File: config.mk
export PLATFORM = sky130hd
export DESIGN_NAME = multicycle_control
export DESIGN_NICKNAME = d
export VERILOG_FILES = /design/src/rtl/multicycle_control.sv
export SDC_FILE = /design/constraint.sdc
export NUM_CORES = 1
export LEC_CHECK = 0
export ABC_AREA = 1
export CAP_MARGIN = 20
export CORE_MARGIN = 2
export CORE_UTILIZATION = 38
export DETAILED_ROUTE_END_ITERATION = 7
export PLACE_DENSITY = 0.74
export REMOVE_ABC_BUFFERS = 1
export SLEW_MARGIN = 20
export SYNTH_ARGS = -nofsm -noshare
export SYNTH_HDL_FRONTEND = slang
export SYNTH_SLANG_ARGS = --single-unit
export TNS_END_PERCENT = 30
File: constraint.sdc
create_clock -name clk -period 2.7 [get_ports clk]
set_clock_uncertainty 0.05 [all_clocks]
set_input_delay 0.675 -clock clk [delete_from_list [all_inputs] [get_ports clk]]
set_output_delay 0.675 -clock clk [all_outputs]
set_load 0.05 [all_outputs]
File: src/rtl/multicycle_control.sv
// multicycle_control
//   Multi-cycle instruction controller. Each accepted opcode is walked through
//   FETCH/DECODE/EXEC/MEM/WB. Datapath controls are decoded from the current
//   state and the latched opcode, so they change only on state transitions.
//   The one exception is ctl_brop, which follows the ALU zero flag during EXEC
//   of a BEZ. Memory accesses wait for mem_ack, with a bounded wait.
//
// Ports
//   clk, rst           clock; synchronous active-high reset
//   instr_valid/opcode opcode offered by the instruction register
//   instr_ready        high in FETCH: an offered opcode is taken this cycle
//   zero               ALU zero flag, used by BEZ in EXEC
//   mem_ack            memory completes the current request (MEM only)
//   ctl_*              datapath / memory controls
//   busy               any state other than FETCH
//   illegal, timeout   sticky error flags, cleared only by rst
//
// state  | meaning
// FETCH  | waiting for an opcode, instr_ready high
// DECODE | classify latched opcode, flag illegal ones
// EXEC   | ALU operand/op select, BEZ resolves here
// MEM    | memory request held until ack or timeout
// WB     | register file write
module multicycle_control #(
  parameter int OPCODE_W    = 4,
  parameter int ALUOP_W     = 5,
  parameter int MEM_TIMEOUT = 16
) (
  input  logic                clk,
  input  logic                rst,
  input  logic                instr_valid,
  input  logic [OPCODE_W-1:0] opcode,
  output logic                instr_ready,
  input  logic                zero,
  input  logic                mem_ack,
  output logic                ctl_alusrc_a,
  output logic                ctl_alusrc_b,
  output logic [ALUOP_W-1:0]  ctl_aluop,
  output logic                ctl_regdst,
  output logic                ctl_memread,
  output logic                ctl_memwrite,
  output logic                ctl_regwrite,
  output logic                ctl_memtoreg,
  output logic                ctl_brop,
  output logic                busy,
  output logic                illegal,
  output logic                timeout
);

  localparam int CNT_W = (MEM_TIMEOUT > 1) ? $clog2(MEM_TIMEOUT) : 1;

  localparam logic [3:0] OP_NOP  = 4'h0;
  localparam logic [3:0] OP_ADD  = 4'h1;
  localparam logic [3:0] OP_ADDI = 4'h2;
  localparam logic [3:0] OP_SUB  = 4'h3;
  localparam logic [3:0] OP_AND  = 4'h4;
  localparam logic [3:0] OP_OR   = 4'h5;
  localparam logic [3:0] OP_LW   = 4'h8;
  localparam logic [3:0] OP_SW   = 4'h9;
  localparam logic [3:0] OP_SWI  = 4'hA;
  localparam logic [3:0] OP_BEZ  = 4'hB;

  localparam logic [ALUOP_W-1:0] ALU_ADD = ALUOP_W'(5'b00010);
  localparam logic [ALUOP_W-1:0] ALU_SUB = ALUOP_W'(5'b01110);
  localparam logic [ALUOP_W-1:0] ALU_AND = ALUOP_W'(5'b00000);
  localparam logic [ALUOP_W-1:0] ALU_OR  = ALUOP_W'(5'b00001);

  typedef enum logic [2:0] {
    S_FETCH,
    S_DECODE,
    S_EXEC,
    S_MEM,
    S_WB
  } state_t;

  state_t              state;
  logic [OPCODE_W-1:0] op_q;
  logic [CNT_W-1:0]    wait_cnt;

  logic [3:0] op_lo;
  logic       op_hi_nz;
  logic       is_alu_rr;
  logic       is_addi;
  logic       is_lw;
  logic       is_sw;
  logic       is_swi;
  logic       is_bez;
  logic       is_nop;
  logic       is_mem;
  logic       is_legal;

  // Any set bit above the 4-bit opcode field makes the opcode illegal.
  assign op_lo    = op_q[3:0];
  assign op_hi_nz = |(op_q & ~OPCODE_W'(15));

  assign is_nop    = !op_hi_nz && (op_lo == OP_NOP);
  assign is_addi   = !op_hi_nz && (op_lo == OP_ADDI);
  assign is_lw     = !op_hi_nz && (op_lo == OP_LW);
  assign is_sw     = !op_hi_nz && (op_lo == OP_SW);
  assign is_swi    = !op_hi_nz && (op_lo == OP_SWI);
  assign is_bez    = !op_hi_nz && (op_lo == OP_BEZ);
  assign is_alu_rr = !op_hi_nz && ((op_lo == OP_ADD) || (op_lo == OP_SUB) ||
                                   (op_lo == OP_AND) || (op_lo == OP_OR));
  assign is_mem    = is_lw || is_sw || is_swi;
  assign is_legal  = is_nop || is_addi || is_alu_rr || is_mem || is_bez;

  always_ff @(posedge clk) begin
    if (rst) begin
      state    <= S_FETCH;
      op_q     <= '0;
      wait_cnt <= '0;
      illegal  <= 1'b0;
      timeout  <= 1'b0;
    end else begin
      case (state)
        S_FETCH: begin
          if (instr_valid) begin
            op_q  <= opcode;
            state <= S_DECODE;
          end
        end
        S_DECODE: begin
          if (!is_legal) begin
            illegal <= 1'b1;
            state   <= S_FETCH;
          end else if (is_nop) begin
            state <= S_FETCH;
          end else begin
            state <= S_EXEC;
          end
        end
        S_EXEC: begin
          if (is_bez)      state <= S_FETCH;
          else if (is_mem) state <= S_MEM;
          else             state <= S_WB;
        end
        S_MEM: begin
          // An ack arriving on the expiry cycle still completes the access.
          if (mem_ack) begin
            wait_cnt <= '0;
            state    <= is_lw ? S_WB : S_FETCH;
          end else if (wait_cnt == CNT_W'(MEM_TIMEOUT - 1)) begin
            wait_cnt <= '0;
            timeout  <= 1'b1;
            state    <= S_FETCH;
          end else begin
            wait_cnt <= wait_cnt + CNT_W'(1);
          end
        end
        S_WB: begin
          state <= S_FETCH;
        end
        default: begin
          state <= S_FETCH;
        end
      endcase
    end
  end

  always_comb begin
    instr_ready  = (state == S_FETCH);
    busy         = (state != S_FETCH);
    ctl_alusrc_a = 1'b0;
    ctl_alusrc_b = 1'b0;
    ctl_aluop    = '0;
    ctl_regdst   = 1'b0;
    ctl_memread  = 1'b0;
    ctl_memwrite = 1'b0;
    ctl_regwrite = 1'b0;
    ctl_memtoreg = 1'b0;
    ctl_brop     = 1'b0;
    case (state)
      S_EXEC: begin
        if (is_alu_rr) begin
          case (op_lo)
            OP_SUB:  ctl_aluop = ALU_SUB;
            OP_AND:  ctl_aluop = ALU_AND;
            OP_OR:   ctl_aluop = ALU_OR;
            default: ctl_aluop = ALU_ADD;
          endcase
        end else if (is_addi) begin
          ctl_alusrc_b = 1'b1;
          ctl_aluop    = ALU_ADD;
        end else if (is_mem) begin
          ctl_alusrc_a = 1'b1;
          ctl_alusrc_b = !is_sw;
          ctl_aluop    = ALU_ADD;
        end else if (is_bez) begin
          ctl_brop = zero;
        end
      end
      S_MEM: begin
        // Address computation from EXEC stays on the bus while memory works.
        ctl_alusrc_a = 1'b1;
        ctl_alusrc_b = !is_sw;
        ctl_aluop    = ALU_ADD;
        ctl_memread  = is_lw;
        ctl_memwrite = is_sw || is_swi;
      end
      S_WB: begin
        ctl_regwrite = 1'b1;
        ctl_regdst   = is_alu_rr || is_lw;
        ctl_memtoreg = is_lw;
      end
      default: begin
      end
    endcase
  end

endmodule

==> impl_metrics.ini <==
; physical design summary
[status]
status = complete, no violations

[logic_synthesis]
synth-edff-count = 0
async_flop_share_pct = 0
common_cells = nand2_1, inv_1, dfxtp_1
ys_sh_xor_pct = 1.12
yosysMostFrequentCell = nand2_1
synth.area.mux_share_pct = 0
ys_sh_aoi_pct = 15.5
yosysCellCount = 112
top_logic_kind = simple AND/OR/NAND/NOR gates
adder_share_pct = 1.60
ys.flop_type = dfxtp_1
yosys_warnings = 0
yosys-top-cells-area = dfxtp_1, a21oi_1, nand2_1
synth.distinct_cells = 28
synth.avg_cell_area_um2 = 6.97
ys_area_um2 = 781
netlist_area_um2 = 781
simple_gate_area_share_pct = 35.6

[hold_path]
min_to = wait_cnt[3]
hold_start = wait_cnt[3]
whs_path_depth = 2
hp-class = reg2reg

[global_route]
grt_max_degree = 11
grt_use_met1_pct = 18.0
first_global_vias = 711
met3_usage_pct = 2.76
overflow = 0

[placement]
port_buffers = 24
gp_congestion = 0.877
pre_cts_ws_ps = 345
placedCellCount = 160
placed_area_um2 = 1030
post-dp-hpwl_mm = 1.41

[routing]
routed_via_density = 4.86
met1_length_um = 750
route.detailed.drc = 0
wl_met2_um = 882
drt-initial-drc-count = 14
wl_met3_um = 118
drt-total-wl_mm = 1.79
antenna_left = 0
vias = 797
wl_per_cell_um = 10.9

[die]
fp.dieW_um = 49.3
initial_core_util_pct = 40.2
rows = 16
io_pins = 26
tap_cells = 27
dieArea_um2 = 2430
core_area_um2 = 1940

[cts]
cts_hold_buf = 0
cts_resized = 0
cts-root-buf = clkbuf_4
cts_buffers = 3
clockBufferDepth = 2
htree_levels = 1
cts_tree = done
clk_pin_slew_ps = 80

[cells_and_area]
utilization_pct = 54.7
area_growth_pct = 36.1
drive_gt1_share_pct = 20.4
flop_area_um2 = 260
clock_area_share_pct = 2.47
comb_area_share_pct = 39.9
nMultiInputCombCells = 76
final_nets = 148
final_area_um2 = 1060
lay_top_cells = nand2_1, inv_1, dfxtp_1, clkdlybuf4s50_1, a21oi_1
lay_top_count = nand2_1
nClkBuffers = 4
mi_logic_area_um2 = 424
finalNonFillerCells = 164
seq_share_pct = 24.5
largest_class = logic gates
nFillCells = 195
inv_count = 20
signal_buffers = 24

[sta]
slew-limit-headroom_pct = 66.0
worst_slew_pin_slew_ps = 509
period_minus_slack_ps = 2490
finalSetupViolCount = 0
rsz0062_at_grt = no
drv_slew = 0
hold_ws_ps = 423
min_period_over_period_pct = 92.2
fmax_mhz = 402
setup_ws_ps = 212

[power_and_ir_drop]
power_switching_mw = 0.225
top_power_group = sequential cells
power_sequential_mw = 0.227
power.leakage_nw = 0.490
power.density_nw_per_um2 = 525
ir_worst_vdd_v = 0.000317
comb_power_mw = 0.207
combPwrFrac_pct = 37.1
pwr-share-clk_pct = 22.1
seqPwrFrac_pct = 40.7

[setup_path]
critPathCaptureType = output port
startpoint_type = register
rr_worst_depth = 7
slowest_stage = clkdlybuf4s50_1
crit_chain = inv_1 > nand2_1 > nor2_1 > clkdlybuf4s50_1
reg2reg_from = wait_cnt[0]
crit_family = buffers and inverters
arrival_ps = 1760
rr_endpoint = state[1]
timing.critical_path.buf_inv = 2
crit_fanout = 4
cp.depth = 4
startpoint = state[1]
worstPathRequired_ps = 1980
Fig. 1: cells by drive strength
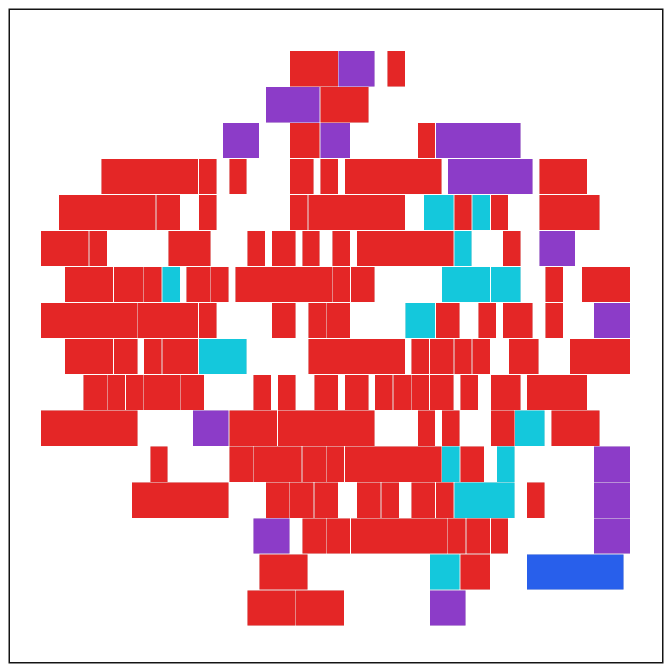
legend:
  drive 2:
    colour: cyan
    cells: 13
    share: 9.5%
    most_used: inv_2
  drive 1 or less:
    colour: red
    cells: 109
    share: 80%
    most_used: nand2_1
  drive 6 and up:
    colour: blue
    cells: 1
    share: 0.73%
    most_used: buf_12
  drive 3 to 4:
    colour: purple
    cells: 14
    share: 10%
    most_used: buf_4

Fig. 2: clock routing
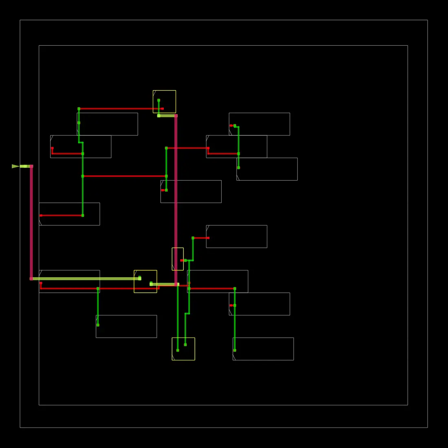
clock distribution power: 0.123 mW
number of flip-flops and latches: 13
clock sink total: 13

Fig. 3: clock network drawn from the DEF
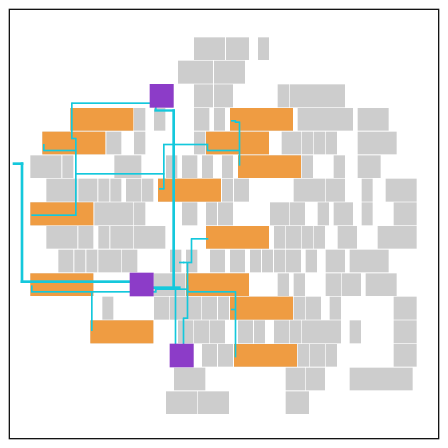
legend:
  cells driving clock nets:
    colour: purple
    count: 3
  flip-flops:
    colour: orange
    count: 13
  clock wires:
    colour: cyan
    length: 182 µm
routed clock nets: 4

Fig. 4: placement by cell class
Scale bar: 10 µm.
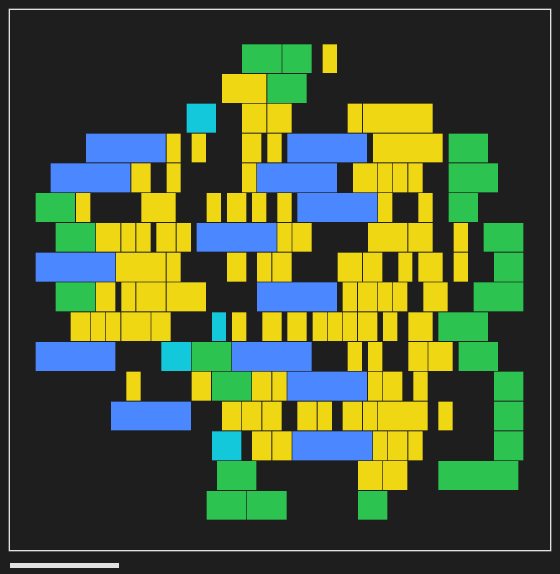
legend:
  flops:
    colour: blue
    cells: 13
    share_of_their_area: 25%
  clock drivers and dummy loads:
    colour: cyan
    cells: 4
    share_of_their_area: 2.6%
  all other logic:
    colour: yellow
    cells: 96
    share_of_their_area: 49%
  other buffers and delay cells:
    colour: green
    cells: 24
    share_of_their_area: 23%

Power and IR drop assume default switching activity.
